$ cat src/rtl/alu_seq_pkg.sv
// alu_seq_pkg: shared state encodings, button indices and strobe bundle for alu_seq_ctrl.
// Latency: n/a (types and constants only).
// Backpressure: n/a.
package alu_seq_pkg;

  typedef enum logic [1:0] {
    S_LOAD_A = 2'd0,
    S_LOAD_B = 2'd1,
    S_EXEC   = 2'd2,
    S_SHOW   = 2'd3
  } state_t;

  localparam int PB_LOAD_A = 0;
  localparam int PB_LOAD_B = 1;
  localparam int PB_EXEC   = 2;
  localparam int PB_CLR    = 3;
  localparam int NUM_PB    = 4;

  // One-cycle register-control strobes; at most one bit set per cycle.
  typedef struct packed {
    logic clrRegs;
    logic outEn;
    logic enB;
    logic enA;
  } strobe_t;

endpackage

$ cat src/rtl/alu_seq_ctrl_btn_cond.sv
// btn_cond: conditions one raw pushbutton into a single-cycle press strobe (sync, optional debounce, rise detect).
// Latency: Press is combinational from the conditioned level; 2 edges after Pb without debounce, 2 + DEB_CYCLES with it.
// Backpressure: none; a held button yields exactly one Press, release yields nothing.
// Ports: Clk (divided clock), Rst (sync active-high), Pb (raw async button), Press (rise strobe).
// Config: ALU_SEQ_DEBOUNCE_EN compiles in the debounce counter; otherwise the debounce stage is a wire.
module btn_cond
  import alu_seq_pkg::*;
#(
  parameter int DEB_CYCLES = 1000
) (
  input  logic Clk,
  input  logic Rst,
  input  logic Pb,
  output logic Press
);

  logic sync1;
  logic sync2;
  logic level;
  logic prev;

  // Two-flop synchronizer for the asynchronous button.
  always_ff @(posedge Clk) begin
    if (Rst) begin
      sync1 <= 1'b0;
      sync2 <= 1'b0;
    end else begin
      sync1 <= Pb;
      sync2 <= sync1;
    end
  end

`ifdef ALU_SEQ_DEBOUNCE_EN
  localparam int CntW = $clog2(DEB_CYCLES + 1);
  localparam logic [CntW-1:0] CntLast = CntW'(DEB_CYCLES - 1);

  logic [CntW-1:0] debCnt;
  logic            debLevel;

  // Count consecutive cycles where the synced input disagrees with the
  // debounced level; the level flips on the DEB_CYCLES-th such cycle.
  // The count restarts on any agreeing cycle and never exceeds CntLast.
  always_ff @(posedge Clk) begin
    if (Rst) begin
      debCnt   <= '0;
      debLevel <= 1'b0;
    end else if (sync2 == debLevel) begin
      debCnt   <= '0;
    end else if (debCnt >= CntLast) begin
      debCnt   <= '0;
      debLevel <= sync2;
    end else begin
      debCnt   <= debCnt + 1'b1;
    end
  end

  assign level = debLevel;
`else
  // Debounce disabled: DEB_CYCLES has no effect in this build.
  localparam int UnusedDebCycles = DEB_CYCLES;
  assign level = sync2;
`endif

  always_ff @(posedge Clk) begin
    if (Rst) prev <= 1'b0;
    else     prev <= level;
  end

  assign Press = level & ~prev;

endmodule

$ cat src/rtl/alu_seq_ctrl.sv
// alu_seq_ctrl: ALU lab sequencer; conditions 4 pushbuttons and issues A/B/output load strobes and register clear.
// Latency: strobe registered 3 edges after a button rises (3 + DEB_CYCLES with ALU_SEQ_DEBOUNCE_EN).
// Backpressure: none; a new press is accepted every cycle, presses invalid for the current state are dropped.
// Ports: Clk, Rst (sync active-high), Pb[3:0] (raw buttons: loadA, loadB, exec, clear),
//        EnA/EnB/OutEn/ClrRegs (one-cycle strobes), State[1:0] (current state for LEDs).
// Config: define ALU_SEQ_DEBOUNCE_EN to add per-button debounce of DEB_CYCLES samples.
module alu_seq_ctrl
  import alu_seq_pkg::*;
#(
  parameter int DEB_CYCLES = 1000
) (
  input  logic       Clk,
  input  logic       Rst,
  input  logic [3:0] Pb,
  output logic       EnA,
  output logic       EnB,
  output logic       OutEn,
  output logic       ClrRegs,
  output logic [1:0] State
);

  logic [NUM_PB-1:0] press;

  for (genvar i = 0; i < NUM_PB; i++) begin : gBtn
    btn_cond #(
      .DEB_CYCLES(DEB_CYCLES)
    ) uBtnCond (
      .Clk  (Clk),
      .Rst  (Rst),
      .Pb   (Pb[i]),
      .Press(press[i])
    );
  end

  state_t  stateQ;
  state_t  stateNext;
  strobe_t strobeQ;
  strobe_t strobeNext;

  // State register; strobes are registered alongside so they align with the new state.
  always_ff @(posedge Clk) begin
    if (Rst) begin
      stateQ  <= S_LOAD_A;
      strobeQ <= '0;
    end else begin
      stateQ  <= stateNext;
      strobeQ <= strobeNext;
    end
  end

  // Next state: clear overrides everything, otherwise only the button that
  // belongs to the current state advances it.
  always_comb begin
    stateNext = stateQ;
    if (press[PB_CLR]) begin
      stateNext = S_LOAD_A;
    end else begin
      case (stateQ)
        S_LOAD_A: if (press[PB_LOAD_A]) stateNext = S_LOAD_B;
        S_LOAD_B: if (press[PB_LOAD_B]) stateNext = S_EXEC;
        S_EXEC:   if (press[PB_EXEC])   stateNext = S_SHOW;
        S_SHOW:   if (press[PB_LOAD_A]) stateNext = S_LOAD_B;
        default:                        stateNext = S_LOAD_A;
      endcase
    end
  end

  // Strobe decode; mutually exclusive by construction.
  always_comb begin
    strobeNext = '0;
    if (press[PB_CLR]) begin
      strobeNext.clrRegs = 1'b1;
    end else begin
      case (stateQ)
        S_LOAD_A: strobeNext.enA   = press[PB_LOAD_A];
        S_LOAD_B: strobeNext.enB   = press[PB_LOAD_B];
        S_EXEC:   strobeNext.outEn = press[PB_EXEC];
        S_SHOW:   strobeNext.enA   = press[PB_LOAD_A];
        default:  strobeNext       = '0;
      endcase
    end
  end

  assign EnA     = strobeQ.enA;
  assign EnB     = strobeQ.enB;
  assign OutEn   = strobeQ.outEn;
  assign ClrRegs = strobeQ.clrRegs;
  assign State   = stateQ;

endmodule

$ cat config.mk
export PLATFORM = sky130hd
export DESIGN_NAME = alu_seq_ctrl
export DESIGN_NICKNAME = d
export VERILOG_FILES = /design/src/rtl/alu_seq_pkg.sv /design/src/rtl/alu_seq_ctrl_btn_cond.sv /design/src/rtl/alu_seq_ctrl.sv
export SDC_FILE = /design/constraint.sdc
export NUM_CORES = 1
export LEC_CHECK = 0
export CORE_MARGIN = 4
export CORE_UTILIZATION = 30
export CTS_BUF_LIST = sky130_fd_sc_hd__clkbuf_8 sky130_fd_sc_hd__clkbuf_16
export DETAILED_ROUTE_END_ITERATION = 12
export GPL_TIMING_DRIVEN = 0
export PLACE_DENSITY_LB_ADDON = 0.1
export SLEW_MARGIN = 10
export SYNTH_ARGS = -nofsm -noshare
export SYNTH_HDL_FRONTEND = slang
export SYNTH_SLANG_ARGS = --single-unit
$ cat constraint.sdc
create_clock -name Clk -period 1.61 [get_ports Clk]
set_input_delay 0.161 -clock Clk [delete_from_list [all_inputs] [get_ports Clk]]
set_output_delay 0.161 -clock Clk [all_outputs]
set_load 0.01 [all_outputs]
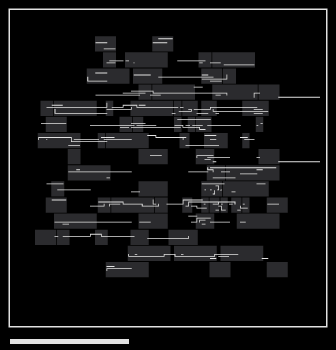
**Above:** M1 wires.
Scale bar: 20 um. Cells faint in the background.
longest straight run: 12.9 um
share of all routed wire: 45%
nets with wire on the layer: 69

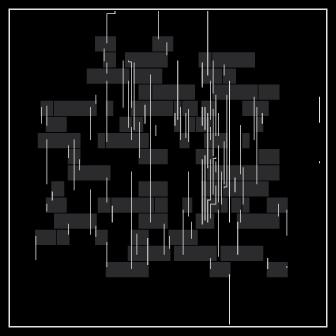
**Above:** metal 2.
Cells faint in the background.
wire length on this layer: 487 um
share of all routed wire: 49%
nets with wire on the layer: 68
longest straight run: 24.8 um

==> reports/summary.json <==
{
  "timing": {
    "maxSlewHeadroom_pct": 73.1,
    "worst-slew-pin-transition_ps": 403,
    "setup_viol": 0,
    "finalWorstPathRequiredPeriod_ps": 1510,
    "max_clock_freq_mhz": 663,
    "timing_max_transition_violations_final": 0,
    "hold_viol_final": 0,
    "finalSetupTns_ps": 0,
    "final.period_utilization_pct": 93.7
  },
  "synthesis": {
    "post_synthesis_simple_gate_area_fraction_pct": 19.7,
    "synth-adder-area-share_pct": 4.07,
    "largest_cells_by_area": "sky130_fd_sc_hd__dfxtp_1 (59%), sky130_fd_sc_hd__nor2b_1 (10%), sky130_fd_sc_hd__inv_1 (4.9%)",
    "avgSynthCellArea_um2": 10.8,
    "ys_async_sr_fraction_pct": 0,
    "library_cells_used_by_synthesis": 18,
    "syn_area_um2": 616,
    "synth.logic.top_family": "simple AND/OR/NAND/NOR gates",
    "synth_xor_xnor_area_share_pct": 0,
    "synth.yosys.num_cells": 57,
    "synth.top_cell.area_share_pct": 58.5,
    "synth_chip_area_um2": 616,
    "synthesis.yosys.warnings": 0,
    "synth-compound-area-share_pct": 10.4,
    "synth-main-ff-cell": "sky130_fd_sc_hd__dfxtp_1",
    "synthDominantAreaCellType": "sky130_fd_sc_hd__dfxtp_1",
    "synth_seq_share_pct": 58.5,
    "edf_count": 0,
    "mux_share_pct": 1.83,
    "yosys_register_bits": 18,
    "synth_top_cell_by_count": "sky130_fd_sc_hd__dfxtp_1"
  },
  "placed_design": {
    "port-buffer-count": 11,
    "dpl_worst_slack_ps": 56.0
  },
  "clock_network": {
    "cts_tree": "done",
    "ctsHtreeMaxLevel": 1,
    "cts.repair.resized": 0,
    "cts.path.max_buffers": 2,
    "tritoncts_buffer_count": 3,
    "post-cts-setup-buffers": 0,
    "worst_skew_pair.late_latency_ps": 250,
    "number_of_sinks_handled_by_clock_tree_synthesis": 18,
    "clock_tree.root_cell": "sky130_fd_sc_hd__clkbuf_8",
    "clkTransAtPathRegs_ps": 70,
    "cts_hold_repair.buffers": 0
  },
  "cells_and_area": {
    "antenna_cell_count": 0,
    "number_of_nets_at_the_end_of_the_flow": 81,
    "layout_cell_share_with_drive_strength_beyond_1_pct": 12.5
  },
  "pwr": {
    "p_per_area_nw_per_um2": 1420,
    "netSwitchingFraction_pct": 25.7,
    "power.static_leakage_nw": 0.309,
    "power.share.sequential_pct": 43.9,
    "netSwitchingPower_w": 0.000303,
    "worst_ir_drop_vdd_uv": 534,
    "comb_power_share_pct": 25.3,
    "clock_power_share_pct": 30.8,
    "cell_internal_power_dissipation_w": 0.000876
  },
  "grt": {
    "antenna_found_initial": 0,
    "grt_first_pass_wirelength_um": 1750,
    "pin_count_of_the_biggest_net_entering_global_routing": 11,
    "grt_pass1_vias": 424
  },
  "critical_path": {
    "cp-start-kind": "flop",
    "worst_path_largest_cell_delay_ps": 370,
    "worst_ep_arrival_time_ps": 1650,
    "cp-startpoint": "State[0]",
    "classification_of_the_worst_setup_path": "flop to flop",
    "maximum_fanout_along_the_worst_path": 3,
    "slowest_stage": "sky130_fd_sc_hd__a222oi_1",
    "crit_path_cell_trace": "inv_1, ha_4, a222oi_1, mux2_1",
    "setup.worst_path.end_class": "flop",
    "ff2ff_path_depth": 4,
    "r2r-end": "State[0]",
    "stages_on_worst_setup_path": 4,
    "origin_of_the_critical_flop_to_flop_path": "State[0]",
    "worst-r2r-setup-slack_ps": 100,
    "setup.worst_path.end": "State[0]"
  },
  "run": {
    "maxCapViolCount": 0
  },
  "routing": {
    "routed_wirelength_um": 988,
    "vias": 417,
    "drt-vias-per-instance": 4.21,
    "drtIter0Drc": 5,
    "detail_route.wl_per_cell_um": 9.98
  },
  "hold_path": {
    "hp-class": "flop to flop",
    "whs_path_depth": 1
  },
  "floorplanning": {
    "floorplan.io_pins": 12,
    "die_area_um2": 2840,
    "core_um2": 1960,
    "dieWidth_um": 53.3
  },
  "outcome": {
    "outcome": "completed"
  }
}
## per-stage QoR
| stage | std cells | utilization (%) | power, W | hold WS, ps | cell area (um^2) |
|---|---|---|---|---|---|
| floorplan | 57 | - | 0.000693 | 233 | 616 |
| detailed placement | 95 | 38.7 | 0.000787 | 429 | 759 |
| global route | 99 | 42.3 | 0.00127 | 452 | 830 |
| CTS | 99 | 41.5 | 0.00115 | 449 | 815 |
| global placement | 95 | 38.7 | 0.000787 | 419 | 759 |
| finish | 99 | 42.3 | 0.00118 | 442 | 830 |
## logic make-up (layout without fill, tap and decap cells)
kind of cell               count (synthesis)  count (layout)
muxes                                      1               1
buffers and inverters                      9              24
adders and majority gates                  2               2
AOI/OAI and AO/OA                          8               8
and+or+nand+nor                           19              19
DFF                                       18              18
## registers in the layout, indices dropped and copies added, names as in the netlist
| name | count |
|---|---|
| ClrRegs | 1 |
| gBtn.uBtnCond.prev | 4 |
| OutEn | 1 |
| gBtn.uBtnCond.sync1 | 4 |
| gBtn.uBtnCond.level | 4 |
| EnA | 1 |
| State | 2 |
| EnB | 1 |
## layer usage
layer	track usage, %	routed length, um
met1	9.86	441
met2	12.9	486
met3	2.54	52
met4	8.51	7
met5	0	0
## cell type report
cell class / instances / area (um^2)
sequential: 18 / 363
multi-input combinational: 30 / 234
timing repair buffer: 11 / 110
buffer: 1 / 3.75
tap: 27 / 33.8
clock buffer: 4 / 55.1
fill: 215 / 1130
inverter: 8 / 30.0
## power by group through the flow
stage | combinational, W | sequential [W] | clock [W]
2_1_floorplan | 0.000165 | 0.000528 | 0
3_3_place_gp | 0.000269 | 0.000518 | 0
3_5_place_dp | 0.000268 | 0.000520 | 0
4_1_cts | 0.000269 | 0.000509 | 0.000373
5_1_grt | 0.000346 | 0.000525 | 0.000401
6_report | 0.000298 | 0.000518 | 0.000363
## layout by cell type, fill, tap and decap left out
cell type,count
sky130_fd_sc_hd__o211ai_1,1
sky130_fd_sc_hd__dfxtp_1,16
sky130_fd_sc_hd__nand2b_4,1
sky130_fd_sc_hd__a221oi_1,1
sky130_fd_sc_hd__a222oi_1,1
sky130_fd_sc_hd__nor2b_1,10
sky130_fd_sc_hd__nor3_1,4
sky130_fd_sc_hd__nor2b_2,1
sky130_fd_sc_hd__dfxtp_2,2
sky130_fd_sc_hd__inv_1,8
sky130_fd_sc_hd__clkdlybuf4s50_1,11
sky130_fd_sc_hd__o32ai_1,1
sky130_fd_sc_hd__clkbuf_1,1
sky130_fd_sc_hd__nand2b_1,2
sky130_fd_sc_hd__ha_4,1
sky130_fd_sc_hd__mux2_1,1
sky130_fd_sc_hd__a211oi_1,2
sky130_fd_sc_hd__clkbuf_8,4
sky130_fd_sc_hd__nor2_1,1
sky130_fd_sc_hd__a22o_1,1
sky130_fd_sc_hd__ha_1,1
sky130_fd_sc_hd__o21ai_1,1
## worst reg2reg max path: stages (launching register included)
cell	delay (ps)
sky130_fd_sc_hd__dfxtp_2	340
sky130_fd_sc_hd__inv_1	80
sky130_fd_sc_hd__ha_4	250
sky130_fd_sc_hd__a222oi_1	370
sky130_fd_sc_hd__mux2_1	360
Power is estimated from default activity; no workload was simulated.
